Design jt6295_rom_arb, sky130hd; sources not shown.
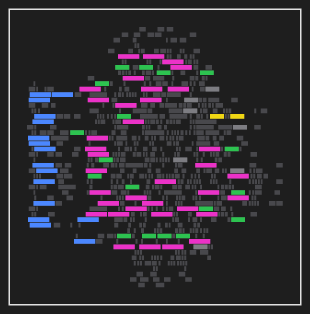
*Where the registers sit*
Scale: 2 px per um.
magenta -> r_tag  # placed flops 36
blue -> r_data  # placed flops 16, where left middle
yellow -> r_state  # placed flops 2
green -> rom_addr  # placed flops 18
not colored = 7
Storage cell area: 2100 um^2
sequential power: 1890 uW
flop share of the area: 0.341
Final Util: 0.368

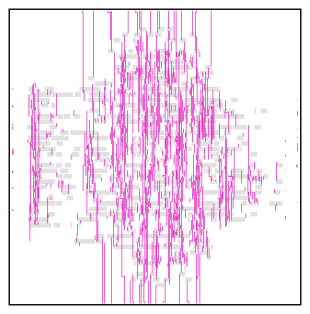
*Signal wires on met2*
Scale: 2 px per um. Cells faint in the background.
wire length on this layer = 5940 um
longest straight run = 53.7 um
main direction = vertical
share of all routed wire = 47%
total wire length: 12.5 mm
met2 Track Usage GR: 0.193

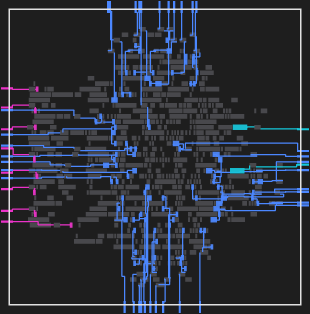
*I/O nets highlighted*
Scale: 2 px per um.
cyan -> slot_ok  # direction output, edge right, end cells 2, wire 51.0 um
blue -> slot_addr  # direction input, edge 11 top, 10 bottom, 8 right, 7 left, end cells 95, wire 1900 um
magenta -> rom_data  # direction input, edge left, end cells 8, wire 113 um
I/O pin count: 86
number of port buffers: 85

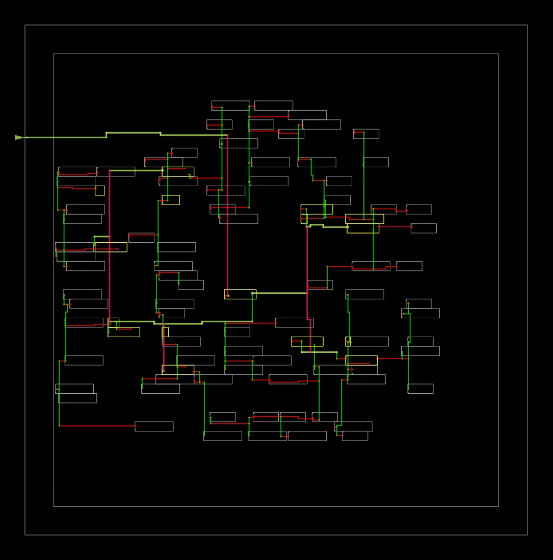
*Clock routing*
Latency at later pin: 0.34 ns
Clock net power: 1660 uW

==> out/summary.txt <==
most frequent CP cell: nor2_1
yosys adder share: 0
setup ws final: -0.0643 ns
Post-Syn Area per Cell: 7.57 um^2
Remaining DRCs: 0
comb area leader: simple AND/OR/NAND/NOR gates
antenna violations before repair: 0
Diodes inserted: 0
Tmin final: 2.06 ns
final instance area: 6170 um^2
Final Hold Fails: 0
cell count after synthesis: 534
outcome: finished with violations
crit-path cells: xnor2_1, nand2_1, nor2_1, nand2_1, nor2_1, nor2_1, inv_1, nor2_2, nor2_4, buf_4, buf_6, o21ai_0, o21ai_1, a21oi_1
Detailed Place HPWL: 9.19 mm
WP depth: 14
Clock Pin Slew Worst Setup and Hold Paths: 0.06 ns
highest-delay cell along the critical path: edfxtp_1
failing checks: setup timing
FILL cells: 1717
NumNets Final: 729
crit path DRT: 2.13 ns
Worst path top cell family by delay: simple AND/OR/NAND/NOR gates
fin crit share: 1.03
Worst setup EP type: register
worst hold path cell count: 5
Ys Warns: 6
CTS sink cnt: 79
Yosys top cell by area: edfxtp_1
top cells, area: edfxtp_1 (39%), nand2_1 (14%), dfxtp_1 (13%)
TNS Setup: -0.497 ns
Tot GR Track Use: 0.117
Seq/Total Area, Yosys: 0.520
Dominant cell area share: 0.386
drt wl/cell: 13.8 um
DR iter-0 viols: 156
via density per instance: 4.02
WS Path Type: register to register
yosys cell count: 534
CTS tree: built
mux share of post-synthesis cell area: 0
fp_density: 0.241
final setup fails: 16
crit-path max FO: 6
worst-case clock buffer depth: 2
placed inst area: 5580 um^2
ys flops: 79
yosys simple share: 0.263
slowest stage delay, CP: 0.38 ns
Arr. time, crit path: 2.20 ns
GPL Wtd Cong: 0.800
max frequency: 484 MHz
Largest register FFs: 36
total CTS buffers: 9
layout cells sized above 1: 0.206
first-pass GRT wire length: 19.4 mm
Worst VDD drop: 0.538 mV
Power Total: 4420 uW
reg2reg path depth: 14
unrepaired setup endpoints after global routing: true
die area: 21300 um^2
die height: 147 um
Crit path buffers/inverters: 3
Std-Cell Rows: 48
GR Overflow Total: 0
Initial DRT Pass Iterations: 4
crit path launch type: register
Leak: 0.00280 uW
Yosys cell types: 24
P&R area growth vs syn: 52.7%
H-tree levels: 3
cell area after synthesis: 4040 um^2
Log Warnings: 27
max-cap violations: 0
number of global-route vias before repair: 3665
largest net degree at the start of global routing: 25
total core area: 16800 um^2
Routed Antenna Nets: 0
Yosys Chip Area: 4040 um^2
root buffer cell: clkbuf_16
R2R setup slack: -0.06 ns
DIE WIDTH: 145 um
Worst Hold Class: input pin to register
Slew Limit Fails: 0
-- cell families (layout without fill, tap and decap cells) --
kind of cell | after synthesis | in the layout
AND-OR/OR-AND | 64 | 64
other | 1 | 1
flip-flops | 79 | 79
buffers and inverters | 115 | 266
XOR/XNOR | 9 | 9
AND/OR/NAND/NOR | 266 | 266
-- report_power, final --
group | switching, uW | internal [uW]
Combinational | 426 | 439
Clock | 668 | 994
Sequential | 57.1 | 1840
Total | 1150 | 3270
-- worst register-to-register path, cell delays in order (launching register included) --
cell	delay, ns
edfxtp_1	0.38
xnor2_1	0.26
nand2_1	0.09
nor2_1	0.11
nand2_1	0.07
nor2_1	0.08
nor2_1	0.04
inv_1	0.09
nor2_2	0.06
nor2_4	0.14
buf_4	0.14
buf_6	0.11
o21ai_0	0.09
o21ai_1	0.15
a21oi_1	0.05
-- cell usage in the layout (no fill, tap or decap), types with 11 or more instances in the layout --
master / Yosys / routed
nand2_1: 153 / 130
inv_1: 98 / 95
nor2_1: 99 / 89
clkdlybuf4s50_1: 0 / 77
buf_4: 0 / 55
edfxtp_1: 52 / 52
dfxtp_1: 27 / 27
nand2_2: 0 / 23
a21oi_1: 22 / 19
o21ai_1: 2 / 16
o21ai_2: 0 / 12
o21ai_0: 40 / 11
-- layout make-up --
| cell class | instances | area (um^2) | area share |
|---|---|---|---|
| clock inverters | 6 | 60.1 | 0.00973 |
| repair buffers | 149 | 1460 | 0.236 |
| clock buffers | 10 | 239 | 0.0387 |
| flip-flops and latches | 79 | 2100 | 0.341 |
| inverters | 101 | 384 | 0.0622 |
| multi-input cells | 340 | 1650 | 0.267 |
| well taps | 225 | 282 | 0.0456 |
-- synthesized netlist by cell type (all sizes together) --
library cell	instances
xor2	3
clkinv	1
a21oi	22
nor2	101
or2	1
edfxtp	52
and3	1
nand4	1
nand3	7
xnor2	6
nand2	153
inv	100
dfxtp	27
buf	10
nand3b	1
nor3	1
clkbuf	4
conb	1
o21ai	42
-- routing by layer --
metal  global-route usage  part of all wire  vias up
met3               0.0421             0.063       12
met2                0.193              0.47       76
met5                    0                 0        -
met4               0.0405             0.012        0
met1                0.139              0.45     1645
li1                     -                 -     1925
-- what timing repair did --
action | CTS | global route
endpoints found under the setup margin | 20 | 22
hold buffers | 0 | 0
cloned | 1 | 2
resized | 19 | 84
pin swaps | 3 | 23
setup buffers | 1 | 3
-- metrics by stage --
step           setup WS (ns)  utilization  instances  hold WS [ns]
3_5_place_dp          -0.478        0.333        888         0.348
6_report             -0.0643        0.368        910         0.242
3_3_place_gp          -0.454        0.333        888         0.348
4_1_cts              -0.0379        0.354        906         0.358
2_1_floorplan         -0.625            -        520         0.169
5_1_grt               -0.265        0.368        910         0.278
No activity file was given, so power comes from the tool's default toggle rates.
